===== config.mk =====
export PLATFORM = sky130hd
export DESIGN_NAME = enc_rr
export DESIGN_NICKNAME = d
export VERILOG_FILES = /design/src/rtl/enc_rr.sv
export SDC_FILE = /design/constraint.sdc
export NUM_CORES = 1
export LEC_CHECK = 0
export ABC_AREA = 1
export CORE_AREA = 10 10 47 49
export DETAILED_ROUTE_END_ITERATION = 10
export DIE_AREA = 0 0 57 59
export HOLD_SLACK_MARGIN = 0.15
export SYNTH_ARGS = -nofsm -noshare
export SYNTH_HDL_FRONTEND = slang
export SYNTH_SLANG_ARGS = --single-unit

===== constraint.sdc =====
create_clock -name clk -period 1.2 [get_ports clk]
set_clock_uncertainty 0.05 [all_clocks]
set_input_delay 0.24 -clock clk [delete_from_list [all_inputs] [get_ports clk]]
set_output_delay 0.24 -clock clk [all_outputs]
set_load 0.05 [all_outputs]

===== src/rtl/enc_rr.sv =====
// N-to-log2(N) request encoder with registered result, valid/ready handshake
// and either fixed-priority (lowest index) or round-robin selection.
module enc_rr #(
    parameter  int N    = 8,
    parameter  int MODE = 0,
    localparam int W    = $clog2(N)
) (
    input  logic         clk,
    input  logic         rst,
    input  logic         en,
    input  logic [N-1:0] in,
    output logic         in_ready,
    output logic [W-1:0] out,
    output logic         out_valid,
    input  logic         out_ready,
    output logic         multi
);

    logic [W-1:0] r_out;
    logic         r_valid;
    logic         r_multi;
    logic [W-1:0] r_ptr;

    logic [W-1:0] w_sel;
    logic [W-1:0] w_ptr_nxt;
    logic         w_multi;
    logic         w_accept;
    logic         w_consume;

    // Wrap a pointer-relative offset back into 0..N-1 without a modulo.
    function automatic int unsigned wrap_idx(input int unsigned base, input int unsigned off);
        int unsigned sum;
        sum = base + off;
        return (sum >= N) ? sum - N : sum;
    endfunction

    always_comb begin
        w_sel = '0;
        if (MODE == 0) begin
            for (int unsigned i = N; i > 0; i--) begin
                if (in[i-1]) w_sel = W'(i - 1);
            end
        end else begin
            // Scan downward so the first hit at/after r_ptr is the last write.
            for (int unsigned k = N; k > 0; k--) begin
                if (in[wrap_idx(32'(r_ptr), k - 1)]) w_sel = W'(wrap_idx(32'(r_ptr), k - 1));
            end
        end
    end

    assign w_ptr_nxt = (w_sel == W'(N - 1)) ? '0 : w_sel + W'(1);
    assign w_multi   = |(in & (in - N'(1)));
    assign in_ready  = !r_valid || out_ready;
    assign w_accept  = en && in_ready && (|in);
    assign w_consume = r_valid && out_ready;

    always_ff @(posedge clk or posedge rst) begin
        if (rst) begin
            r_out   <= '0;
            r_valid <= 1'b0;
            r_multi <= 1'b0;
            r_ptr   <= '0;
        end else if (w_accept) begin
            r_out   <= w_sel;
            r_multi <= w_multi;
            r_valid <= 1'b1;
            if (MODE != 0) r_ptr <= w_ptr_nxt;
        end else if (w_consume) begin
            r_valid <= 1'b0;
        end
    end

    assign out       = r_out;
    assign out_valid = r_valid;
    assign multi     = r_multi;

endmodule


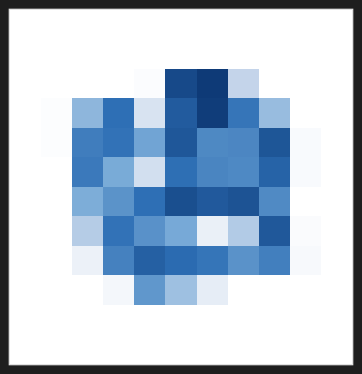
Fig. 1. Placement density heat map.
(6 px per um) 11 x 12 tiles, from white (low) to dark blue (high), 0 to 100% covered.
densest ninth of the die: middle
mean over tiles: 22%
fullest tile: 96%
tiles over 75% full: 9.8%
post-layout util: 55.2%
core area: 0.00140 mm^2
Initial Util: 29.0%

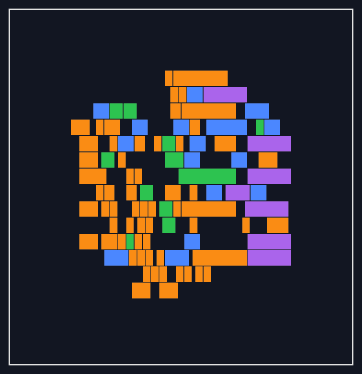
Fig. 2. Cells by drive strength.
(6 px per um)
[drive 6 and up] purple | cells: 7
[drive 2] green | cells: 11
[drive 3 to 4] blue | cells: 16
[drive 1 or less] orange | cells: 61

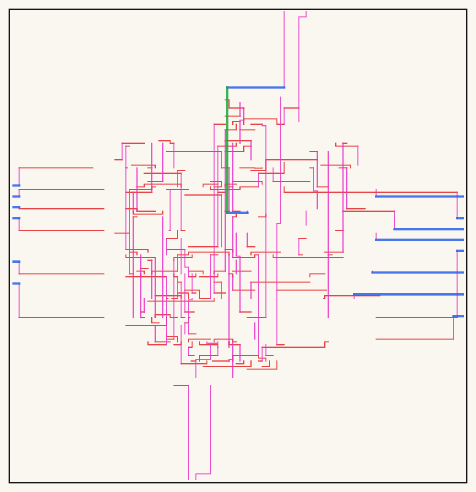
Fig. 3. Metal layers overlaid.
(8 px per um)
[met1] red | wire length: 464 um
[met3] blue | wire length: 71.3 um
[met2] magenta | wire length: 522 um
[met4] green | wire length: 15.6 um

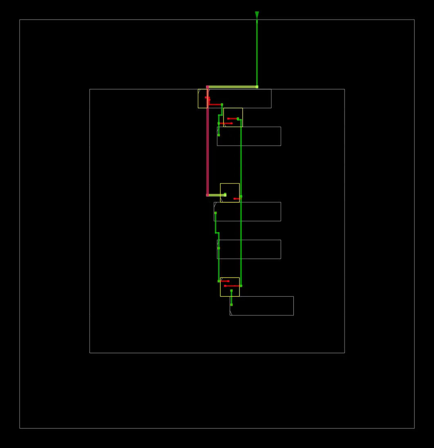
Fig. 4. Clock nets.
number of CTS-inserted buffers: 3
Clock net power: 0.000187 W
Seq cells: 5

[cell families (layout without fill, tap and decap cells)]
logic type      Yosys count  after routing  share of synthesized area, %
compound gates            9              9                          17.2
buf+inv                   9             40                          8.31
flops                     5              5                          30.8
simple gates             41             41                          43.7
[per-stage QoR]
| step | cell area, um^2 | std cells |
|---|---|---|
| after floorplan | 410 | 64 |
| after global placement | 721 | 105 |
| after detailed placement | 721 | 105 |
| after CTS | 768 | 111 |
| after global routing | 773 | 111 |
| final | 773 | 111 |
[per-layer routing]
layer  vias to the layer above  share of wire [%]  routed length (um)  global-route usage (%)
met5                         -                  0                   0                       0
met4                         0                1.4                  15                    7.05
met3                         2                6.6                  71                    2.36
met1                       192                 43                 463                    6.50
li1                        259                  -                   -                       -
met2                        16                 49                 521                    11.3
[how the worst max path moves through the flow]
stage | end | slack (ns) | depth (start not counted)
after floorplan | multi | -0.006 | 6
after global placement | multi | -0.30 | 7
after detailed placement | multi | -0.34 | 7
after CTS | in_ready | -0.05 | 3
after global routing | multi | -0.08 | 7
final | in_ready | -0.05 | 3
[power by group]
group | switching (W) | total, W | internal [W]
registers | 0.0000187 | 0.000207 | 0.000189
clock network | 0.0000621 | 0.000187 | 0.000125
logic | 0.000173 | 0.000341 | 0.000168
total | 0.000253 | 0.000735 | 0.000482
[synthesized netlist by cell type]
master    count
a21boi_4      1
a21oi_1       3
dfrtp_1       5
inv_1         7
inv_2         2
nand2_1      27
nand2_2       2
nor2_1        8
nor2_2        1
nor2_4        2
nor3_1        1
o211ai_1      1
o21ai_1       1
o21ai_2       1
o21bai_1      2
[layout make-up]
class                           instances  area, um^2  share of cell area, %
Timing Repair Buffer                   27         302                   39.0
Sequential cell                         5         126                   16.3
Multi-Input combinational cell         50         265                   34.3
Tap cell                               16        20.0                   2.59
Inverter                                9        33.8                   4.37
Clock buffer                            4        26.3                   3.40
[registers in the layout, indices dropped and copies added (netlist names)]
signal     cells
out            3
multi          1
out_valid      1
[critical path, cell delays in order (launching register included)]
cell and delay, ns:
dfrtp_2 0.40, buf_6 0.13, nand2_4 0.06, buf_12 0.13
[repair_timing]
| action | in CTS | in global routing |
|---|---|---|
| endpoints found under the setup margin | 4 | 6 |
| pin swaps | 5 | 0 |
| hold buffers | 0 | 0 |
| setup buffers | 2 | 0 |
| resized | 13 | 2 |
==> flow_metrics.env <==
# physical design summary
export IMPL_run_status="complete, but fails checks"
export IMPL_violations="negative setup slack"
export IMPL_power_density_mw_per_mm2=951
export IMPL_final_setup_worst_slack_ns=-0.0459
export IMPL_ys_area_um2=407
export IMPL_diodes=0
export IMPL_syn_instance_count=64
export IMPL_pre_cts_ws_ns=-0.340
export IMPL_die_y_um=59
export IMPL_critPathMaxFanout=2
export IMPL_clockRootBuffer="clkbuf_4"
export IMPL_hold_path_class="primary input to async pin"
export IMPL_netlist_area_um2=407
export IMPL_cts_sinks=5
export IMPL_rsz0062_at_grt="yes"
export IMPL_rr_worst_depth=7
export IMPL_post_drt_wl_per_cell_um=9.66
export IMPL_ys_seq_share_pct=30.8
export IMPL_report_final_slew_viol_count=0
export IMPL_gp_congestion=0.788
export IMPL_ys_cells=64
export IMPL_drv_cap=0
export IMPL_clockBufferDepth=2
export IMPL_startpoint_type="register"
export IMPL_rr_startpoint="out_valid"
export IMPL_std_cell_rows=14
export IMPL_clk_latency_ns=0.24
export IMPL_dr_first_iter_drc_count=6
export IMPL_grt_max_degree=6
export IMPL_firstDrtPassIters=3
export IMPL_synth_flops=5
export IMPL_lay_top_cells="24 x nand2_1, 9 x buf_4, 8 x dlygate4sd2_1"
export IMPL_grt_first_pass_wirelength_mm=1.84
export IMPL_crit_start="out_valid"
export IMPL_vias=469
export IMPL_clk_pin_slew_ns=0.04
export IMPL_topCellsByArea="dfrtp_1 31%, nand2_1 25%, nor2_1 7.4%"
export IMPL_grt_pass1_vias=474
export IMPL_dieArea_mm2=0.00336
export IMPL_holdWs_ns=0.158
export IMPL_vias_per_cell=4.23
export IMPL_grt_overflow=0
export IMPL_htreeDepth=1
export IMPL_fmax_mhz=803
export IMPL_die_width_um=57
export IMPL_setup_violations_final=2
export IMPL_grt_usage_pct=6.90
export IMPL_irDropWorstVdd_v=0.000380
export IMPL_synth_area_per_cell_um2=6.35
export IMPL_p_total_w=0.000735
export IMPL_detail_route_antenna_nets=0
export IMPL_finalCritPeriodShare_pct=104
export IMPL_layout_min_cycle_time_ns=1.25
export IMPL_synth_area_leader_cell="dfrtp_1"
export IMPL_antenna_found_initial=0
export IMPL_fillers=145
export IMPL_hold_viol=0
export IMPL_worst_pin_slew_ns=0.189
export IMPL_relSlewSlack_pct=87.3
export IMPL_required_ns=0.91
export IMPL_drc=0
export IMPL_fin_setup_tns_ns=-0.0614
export IMPL_port_buffers=17
export IMPL_lay_top_count="nand2_1"
export IMPL_synth_top_area_share_pct=30.8
export IMPL_dp_hpwl_um=939
export IMPL_arrival_ns=0.96
export IMPL_routed_wirelength_mm=1.07
export IMPL_reg2reg_slack_ns=-0.02
export IMPL_end_kind="output port"
export IMPL_drive_above_1_share_pct=35.8
export IMPL_syn_to_final_growth_pct=90.2
export IMPL_worstSetupPathType="register to output port"
export IMPL_yosys_warnings=0
export IMPL_leakage_nw=0.407
export IMPL_warnings=29
export IMPL_syn_nets=76
export IMPL_r2r_end="multi"
export IMPL_cts_tree="done"
export IMPL_ios=18
export IMPL_fin_nets=108
export IMPL_synth_cell_type_count=15
Power and IR drop assume default switching activity.
